==> config.mk <==
export PLATFORM = sky130hd
export DESIGN_NAME = pm_upper_limit
export DESIGN_NICKNAME = d
export VERILOG_FILES = /design/src/rtl/pm_upper_limit.sv
export SDC_FILE = /design/constraint.sdc
export NUM_CORES = 1
export LEC_CHECK = 0
export CAP_MARGIN = 30
export CORE_ASPECT_RATIO = 2
export CORE_MARGIN = 1
export CORE_UTILIZATION = 40
export DETAILED_ROUTE_END_ITERATION = 16
export GPL_TIMING_DRIVEN = 0
export PLACE_DENSITY = 0.73
export SLEW_MARGIN = 20
export SYNTH_ARGS = -nofsm -noshare
export SYNTH_HDL_FRONTEND = slang
export SYNTH_SLANG_ARGS = --single-unit
==> constraint.sdc <==
create_clock -name clk -period 2.1 [get_ports clk]
set_input_delay 0.525 -clock clk [delete_from_list [all_inputs] [get_ports clk]]
set_output_delay 0.525 -clock clk [all_outputs]
set_load 0.1 [all_outputs]
==> src/rtl/pm_upper_limit.sv <==
// Upper power limiter: clamps an IEEE-754 single operand to PMAX over a fixed
// three-stage pipeline and counts how many results were limited.
module pm_upper_limit #(
    parameter logic [31:0] PMAX = 32'h3F800000
) (
    input  logic        clk,
    input  logic        rst,
    input  logic        rst_user,
    input  logic        sta,
    input  logic [31:0] x,
    output logic [31:0] y,
    output logic        done_sig,
    output logic        sat_hi,
    output logic [15:0] sat_cnt
);

    localparam logic [7:0]  PMAX_EXP = PMAX[30:23];
    localparam logic [22:0] PMAX_MAN = PMAX[22:0];

    // NaN of either sign is limited; otherwise only positive operands whose
    // magnitude (exponent first, then mantissa) exceeds PMAX are limited.
    function automatic logic exceeds_pmax(input logic [31:0] v);
        logic [7:0]  exp_v;
        logic [22:0] man_v;
        logic        is_nan;
        logic        mag_gt;
        exp_v  = v[30:23];
        man_v  = v[22:0];
        is_nan = (exp_v == 8'hFF) && (man_v != 23'h000000);
        if (exp_v > PMAX_EXP) begin
            mag_gt = 1'b1;
        end else if (exp_v == PMAX_EXP) begin
            mag_gt = (man_v > PMAX_MAN);
        end else begin
            mag_gt = 1'b0;
        end
        return is_nan || (!v[31] && mag_gt);
    endfunction

    logic        s1_vld_r;
    logic [31:0] s1_x_r;
    logic        s1_lim_s;
    logic        s2_vld_r;
    logic [31:0] s2_x_r;
    logic        s2_lim_r;

    // Magnitude compare of the operand held in stage 1.
    always_comb begin
        s1_lim_s = exceeds_pmax(s1_x_r);
    end

    // Stage 1 and stage 2: operand capture, then compare outcome capture.
    always_ff @(posedge clk) begin
        if (rst) begin
            s1_vld_r <= 1'b0;
            s1_x_r   <= 32'h00000000;
            s2_vld_r <= 1'b0;
            s2_x_r   <= 32'h00000000;
            s2_lim_r <= 1'b0;
        end else if (rst_user) begin
            s1_vld_r <= 1'b0;
            s2_vld_r <= 1'b0;
        end else begin
            s1_vld_r <= sta;
            s1_x_r   <= x;
            s2_vld_r <= s1_vld_r;
            s2_x_r   <= s1_x_r;
            s2_lim_r <= s1_lim_s;
        end
    end

    // Stage 3: result, flag and strobe; y and sat_hi hold between results.
    always_ff @(posedge clk) begin
        if (rst) begin
            y        <= 32'h00000000;
            sat_hi   <= 1'b0;
            done_sig <= 1'b0;
        end else if (rst_user) begin
            done_sig <= 1'b0;
        end else begin
            done_sig <= s2_vld_r;
            if (s2_vld_r) begin
                y      <= s2_lim_r ? PMAX : s2_x_r;
                sat_hi <= s2_lim_r;
            end else begin
                y      <= y;
                sat_hi <= sat_hi;
            end
        end
    end

    // Saturating count of limited results, updated with the completing result.
    always_ff @(posedge clk) begin
        if (rst || rst_user) begin
            sat_cnt <= 16'h0000;
        end else if (s2_vld_r && s2_lim_r && (sat_cnt != 16'hFFFF)) begin
            sat_cnt <= sat_cnt + 16'h0001;
        end else begin
            sat_cnt <= sat_cnt;
        end
    end

endmodule
zoom.png
Region (18, 85) to (58, 125) um. Cells in gray, sequential cells in the stronger gray; small squares are vias.
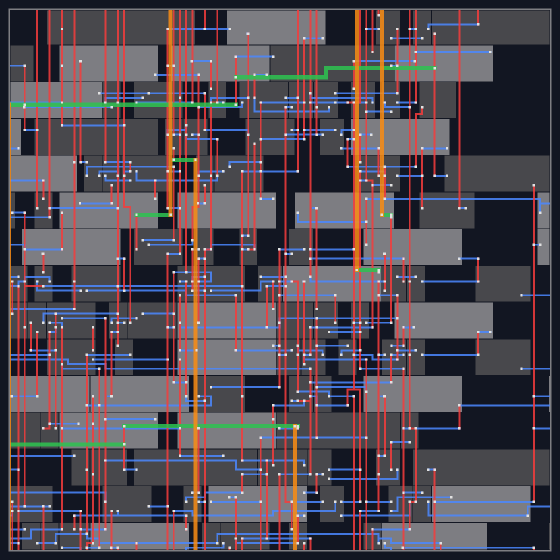
Key: met3 = green; met1 = blue; met2 = red; met4 = orange
Netlist names of flops here include s1_x_r (8), s2_x_r (8), y (8). 108 logic cells have their middle in the window. Sequential cells in the window: 25. Most frequent: dfxtp_1 (24), mux2i_1 (16), nor2_1 (15).

final_congestion.png
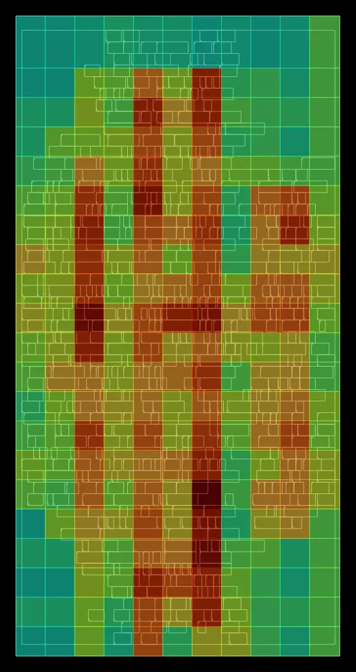
GRT met3 Usage: 0.0515
gr busiest metal: met2
Overall Global Routing Usage: 0.207
grt met2 use: 0.402
met1 GRT Util: 0.191

gate_families.png
Scale: 4 px per um.
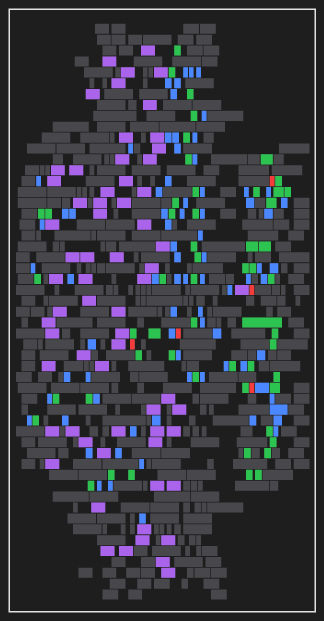
Key: inverters = red [cells 5, where east]; multiplexers = purple [cells 65]; NAND gates = blue [cells 77]; inverting AOI/OAI gates = green [cells 54]

==> impl_metrics.toml <==
# physical design summary
[layout]
syn_to_final_growth_pct = 39.3
buffers_excl_clock = 117
fin_cells = 728
final_layout_top_logic_cell = "dfxtp_1"
logic_area_mm2 = 0.00192
drive_above_1_share = 0.183
sh_comb_area = 0.314
ff_count = 117
n_all_inverters = 5

[power_and_ir_drop]
total_power_mw = 5.61
combPwrFrac = 0.057
p_clk_mw = 2.97
internal_power_mw = 4.39
power_frac_seq = 0.415
p_comb_mw = 0.318
p_per_area_mw_per_mm2 = 917

[hold_path]
hp-class = "reg2reg"
hp-start = "y[18]$_SDFFE_PP0P_"

[final_timing]
clock_skew_ns = 0.00567
fmax_mhz = 524
rsz0062_at_grt = "no"
setup_slack_ns = 0.191
fin_crit_ns = 1.91
finalMaxSlewViolations = 0
relSlewSlack = 0.495

[grt]
antenna_found_initial = 0
grt_pass1_vias = 3867
grt_remaining_overflow = 0

[job]
cap_violations = 0

[clock_network]
postCtsSetupRepairBufs = 0
cts_num_sinks = 117
cts_root_buffer = "clkbuf_16"
cts-resized-gates = 149
cts_tree = "done"
numCtsBuffers = 17

[floorplanning]
taps = 137
fp.dieW_um = 76.1
core_area_mm2 = 0.0106
fp_util = 0.414

[detailed_routing]
vias_per_cell = 5.13
vias = 3734
dr.pass1.iters = 4
top_layer = "met4"
drtIter0Drc = 86

[synth]
mux_area_frac = 0.148
ys_cells = 475
synth.comb.largest_family = "simple AND/OR/NAND/NOR gates"
synth-edff-count = 0
syn_inst = 475
synth_flop_count = 117
top_area_frac = 0.533
synth.most_common_cell = "dfxtp_1"
synth.cell_area_mm2 = 0.00439

[setup_path]
r2r_start = "sat_cnt[0]$_SDFFE_PP0P_"
crit_family = "simple AND/OR/NAND/NOR gates"
critPathMaxStageDelay_ns = 0.48
crit_fanout = 8
rrSetupSlack_ns = 0.19
worst-setup-path-type = "reg2reg"

[outcome]
status = "finished clean"

[place]
port_buffers = 84
